### config.mk
export PLATFORM = sky130hd
export DESIGN_NAME = if_id_stage
export DESIGN_NICKNAME = d
export VERILOG_FILES = /design/src/rtl/mips_pkg.sv /design/src/rtl/hazard_unit.sv /design/src/rtl/if_id_stage.sv
export SDC_FILE = /design/constraint.sdc
export NUM_CORES = 1
export LEC_CHECK = 0
export ABC_AREA = 1
export CORE_ASPECT_RATIO = 1.25
export CORE_UTILIZATION = 43
export CTS_CLUSTER_DIAMETER = 40
export CTS_CLUSTER_SIZE = 40
export DETAILED_ROUTE_END_ITERATION = 6
export HOLD_SLACK_MARGIN = 0.12
export PLACE_DENSITY_LB_ADDON = 0.3
export SLEW_MARGIN = 40
export SYNTH_ARGS = -nofsm -noshare
export SYNTH_HDL_FRONTEND = slang
export SYNTH_SLANG_ARGS = --single-unit
### constraint.sdc
create_clock -name i_clk -period 5.55 [get_ports i_clk]
set_input_delay 1.11 -clock i_clk [delete_from_list [all_inputs] [get_ports i_clk]]
set_output_delay 1.11 -clock i_clk [all_outputs]
set_load 0.02 [all_outputs]
### src/rtl/mips_pkg.sv
// rtl/mips_pkg.sv - shared widths, opcodes and NOP encoding for the MIPS pipeline
package mips_pkg;

    localparam int DATA_W = 32;
    localparam int REG_AW = 5;

    localparam logic [31:0] NOP_INSTR = 32'h0000_0000;

    localparam logic [5:0] OP_RTYPE = 6'h00;
    localparam logic [5:0] OP_BEQ   = 6'h04;
    localparam logic [5:0] OP_BNE   = 6'h05;
    localparam logic [5:0] OP_LW    = 6'h23;
    localparam logic [5:0] OP_SW    = 6'h2B;

    // Opcodes whose rt field is a source operand rather than a destination.
    function automatic logic uses_rt(input logic [5:0] opcode);
        return (opcode == OP_RTYPE) || (opcode == OP_BEQ) ||
               (opcode == OP_BNE)   || (opcode == OP_SW);
    endfunction

endpackage

### src/rtl/hazard_unit.sv
// rtl/hazard_unit.sv - combinational load-use hazard detector for the IF/ID boundary
module hazard_unit
    import mips_pkg::*;
(
    input  logic              id_valid,
    input  logic [5:0]        id_opcode,
    input  logic [REG_AW-1:0] id_rs,
    input  logic [REG_AW-1:0] id_rt,
    input  logic              idex_memread,
    input  logic [REG_AW-1:0] idex_rt,
    input  logic              pcsrc,
    input  logic              ext_stall,
    output logic              hazard,
    output logic              bubble,
    output logic              pc_write
);

    logic rs_match;
    logic rt_match;

    assign rs_match = (idex_rt == id_rs);
    assign rt_match = uses_rt(id_opcode) && (idex_rt == id_rt);

    // A load into $zero never produces a value, so it cannot be a hazard source.
    assign hazard   = id_valid && idex_memread && (idex_rt != '0) && (rs_match || rt_match);

    // A taken branch squashes the stalled instruction, so no bubble is needed.
    assign bubble   = hazard && !pcsrc;
    assign pc_write = !(hazard && !pcsrc) && !ext_stall;

endmodule

### src/rtl/if_id_stage.sv
// rtl/if_id_stage.sv - IF/ID pipeline register with field slicing and load-use stall control
module if_id_stage #(
    parameter int          DATA_W    = mips_pkg::DATA_W,
    parameter int          REG_AW    = mips_pkg::REG_AW,
    parameter logic [31:0] NOP_INSTR = mips_pkg::NOP_INSTR
) (
    input  logic              i_clk,
    input  logic              i_rst_n,
    input  logic [DATA_W-1:0] i_fetch_pc,
    input  logic [DATA_W-1:0] i_fetch_instr,
    input  logic              i_pcsrc,
    input  logic              i_ext_stall,
    input  logic              i_idex_memread,
    input  logic [REG_AW-1:0] i_idex_rt,
    output logic              o_pcWrite,
    output logic              o_bubble,
    output logic              o_id_valid,
    output logic [DATA_W-1:0] o_id_pc,
    output logic [DATA_W-1:0] o_id_pc_plus4,
    output logic [DATA_W-1:0] o_id_instr,
    output logic [5:0]        o_id_opcode,
    output logic [REG_AW-1:0] o_id_rs,
    output logic [REG_AW-1:0] o_id_rt,
    output logic [REG_AW-1:0] o_id_rd,
    output logic [4:0]        o_id_shamt,
    output logic [5:0]        o_id_funct,
    output logic [15:0]       o_id_imm
);

    logic hazard;

    always_ff @(posedge i_clk) begin
        if (!i_rst_n) begin
            o_id_pc    <= '0;
            o_id_instr <= DATA_W'(NOP_INSTR);
            o_id_valid <= 1'b0;
        end else if (i_ext_stall) begin
            o_id_pc    <= o_id_pc;
            o_id_instr <= o_id_instr;
            o_id_valid <= o_id_valid;
        end else if (i_pcsrc) begin
            o_id_pc    <= i_fetch_pc;
            o_id_instr <= DATA_W'(NOP_INSTR);
            o_id_valid <= 1'b0;
        end else if (hazard) begin
            o_id_pc    <= o_id_pc;
            o_id_instr <= o_id_instr;
            o_id_valid <= o_id_valid;
        end else begin
            o_id_pc    <= i_fetch_pc;
            o_id_instr <= i_fetch_instr;
            o_id_valid <= 1'b1;
        end
    end

    assign o_id_pc_plus4 = o_id_pc + DATA_W'(4);

    assign o_id_opcode = o_id_instr[31:26];
    assign o_id_rs     = o_id_instr[25:21];
    assign o_id_rt     = o_id_instr[20:16];
    assign o_id_rd     = o_id_instr[15:11];
    assign o_id_shamt  = o_id_instr[10:6];
    assign o_id_funct  = o_id_instr[5:0];
    assign o_id_imm    = o_id_instr[15:0];

    hazard_unit u_hazard_unit (
        .id_valid     (o_id_valid),
        .id_opcode    (o_id_opcode),
        .id_rs        (o_id_rs),
        .id_rt        (o_id_rt),
        .idex_memread (i_idex_memread),
        .idex_rt      (i_idex_rt),
        .pcsrc        (i_pcsrc),
        .ext_stall    (i_ext_stall),
        .hazard       (hazard),
        .bubble       (o_bubble),
        .pc_write     (o_pcWrite)
    );

endmodule

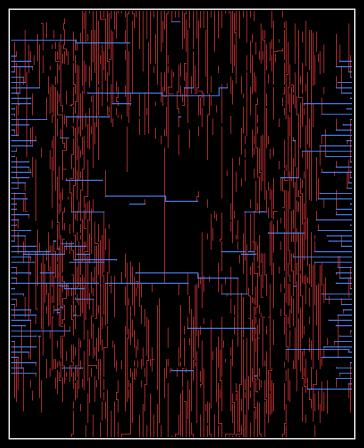
**Above:** metal layers overlaid.
Only two layers are drawn.
legend:
  met2:
    colour: red
    wire_length: 6160 um
  met3:
    colour: blue
    wire_length: 854 um
Tot GR Track Use: 0.241
vias: 4306

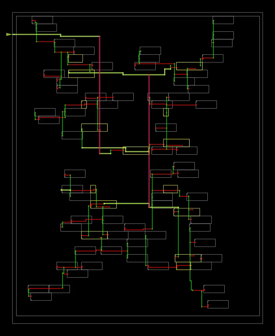
**Above:** clock wiring as the flow saved it.
total number of sequential cells: 65
number of buffers inserted during clock tree synthesis: 9
reported clock group power: 520 uW

==> through the flow <==
step | std cells | total power, mW
floorplan | 603 | 0.715
detailed placement | 870 | 0.880
finish | 885 | 1.39
global route | 885 | 1.46
CTS | 885 | 1.40
global placement | 870 | 0.872
==> report_power, final <==
part           internal (mW)  switching, mW  total [mW]  leakage [nW]
clock network          0.333          0.187       0.520         0.144
logic                  0.176          0.166       0.342          1.92
registers              0.493         0.0353       0.529         0.536
total                   1.00          0.388        1.39          2.60
==> cell type report <==
cell class | count | area share
Clock buffer | 12 | 0.0431
Clock inverter | 3 | 0.00243
Inverter | 58 | 0.0352
Multi-Input combinational cell | 399 | 0.322
Sequential cell | 65 | 0.210
Tap cell | 123 | 0.0249
Timing Repair Buffer | 225 | 0.362
==> impl_results.html <==
<h3>Run summary</h3>
<table>
<tr><th>Metric</th><th>Value</th></tr>
<tr><th colspan="2">Synth</th></tr>
<tr><td>Total cell area reported by yosys after synthesis</td><td>4020 sq um</td></tr>
<tr><td>Cell total in the yosys stat output</td><td>603</td></tr>
<tr><td>Number of library cell types mapped by synthesis</td><td>29</td></tr>
<tr><td>Sequential cell area fraction in the yosys report</td><td>0.324</td></tr>
<tr><td>Async S/R FF share, synth</td><td>0</td></tr>
<tr><td>Yosys simple share</td><td>0.381</td></tr>
<tr><td>Logic family by area</td><td>simple AND/OR/NAND/NOR gates</td></tr>
<tr><th colspan="2">Hold path</th></tr>
<tr><td>Hold-critical path depth</td><td>2</td></tr>
<tr><td>Endpoint of the worst hold-timing path</td><td>o_id_instr[2]$_SDFFE_PN0P_</td></tr>
<tr><td>Tightest Hold Check Type</td><td>reg2reg</td></tr>
<tr><th colspan="2">Critical path</th></tr>
<tr><td>Critical Path Source</td><td>i_idex_rt[3]</td></tr>
<tr><td>Type of the worst setup path</td><td>in2out</td></tr>
<tr><td>CP cell instances</td><td>clkdlybuf4s50_1, nor3_1, nand3_1, nand4_1, inv_1, nand2_2, buf_4, inv_1, clkdlybuf4s50_1</td></tr>
<tr><td>FF-to-FF Start</td><td>o_id_instr[21]$_SDFFE_PN0P_</td></tr>
<tr><td>Critical-path maximum fanout</td><td>66</td></tr>
<tr><td>Slowest library cell on the worst path</td><td>clkdlybuf4s50_1</td></tr>
<tr><th colspan="2">Finish</th></tr>
<tr><td>Largest regs</td><td>o_id_instr x32, o_id_pc x32, o_id_valid x1</td></tr>
<tr><td>Most instantiated logic cells after routing</td><td>220 x clkdlybuf4s50_1, 125 x nor2_1, 107 x nand2_1, 65 x dfxtp_1, 54 x inv_1</td></tr>
<tr><td>Area delta synth-&gt;final</td><td>53.8%</td></tr>
<tr><th colspan="2">GRT</th></tr>
<tr><td>Met2 Resource Use GR</td><td>0.431</td></tr>
<tr><td>Number of antenna violations at the first check in global routing</td><td>0</td></tr>
<tr><td>Final global-route overflow total</td><td>0</td></tr>
<tr><td>Largest net degree at the start of global routing</td><td>67</td></tr>
<tr><th colspan="2">Final timing</th></tr>
<tr><td>Worst relative slew slack</td><td>0.550</td></tr>
<tr><td>PnR worst setup slack</td><td>0.957 ns</td></tr>
<tr><td>Post-route worst hold slack</td><td>0.496 ns</td></tr>
<tr><td>Final setup skew</td><td>0.00429 ns</td></tr>
<tr><td>Setup-violating endpoint count in the final report</td><td>0</td></tr>
<tr><td>Post-route fraction of the period consumed by the critical path</td><td>0.828</td></tr>
<tr><th colspan="2">Clock network</th></tr>
<tr><td>Clock root cell</td><td>clkbuf_16</td></tr>
<tr><th colspan="2">Drt</th></tr>
<tr><td>Met1 wire length</td><td>4570 um</td></tr>
<tr><td>Highest routing layer actually used</td><td>met4</td></tr>
<tr><td>Post-DR vias/cell</td><td>4.87</td></tr>
<tr><td>Routed length on met2</td><td>6160 um</td></tr>
<tr><th colspan="2">Floorplan</th></tr>
<tr><td>Chip Area</td><td>9750 sq um</td></tr>
<tr><td>I/O Pins</td><td>221</td></tr>
<tr><td>Core Rows</td><td>39</td></tr>
<tr><td>Initial standard-cell utilization of the core</td><td>0.441</td></tr>
<tr><th colspan="2">Power</th></tr>
<tr><td>Pwr per Cell Area</td><td>225 nW/um^2</td></tr>
<tr><td>Lkg Pwr</td><td>2.60 nW</td></tr>
<tr><th colspan="2">Placed design</th></tr>
<tr><td>Post-Place Cell Area</td><td>5900 sq um</td></tr>
<tr><td>Worst setup timing slack at the placement stage</td><td>1.01 ns</td></tr>
<tr><th colspan="2">Run status</th></tr>
<tr><td>Outcome</td><td>finished, final reports clean</td></tr>
</table>
Power figures rest on the tool's default switching activity, not on a simulated workload.
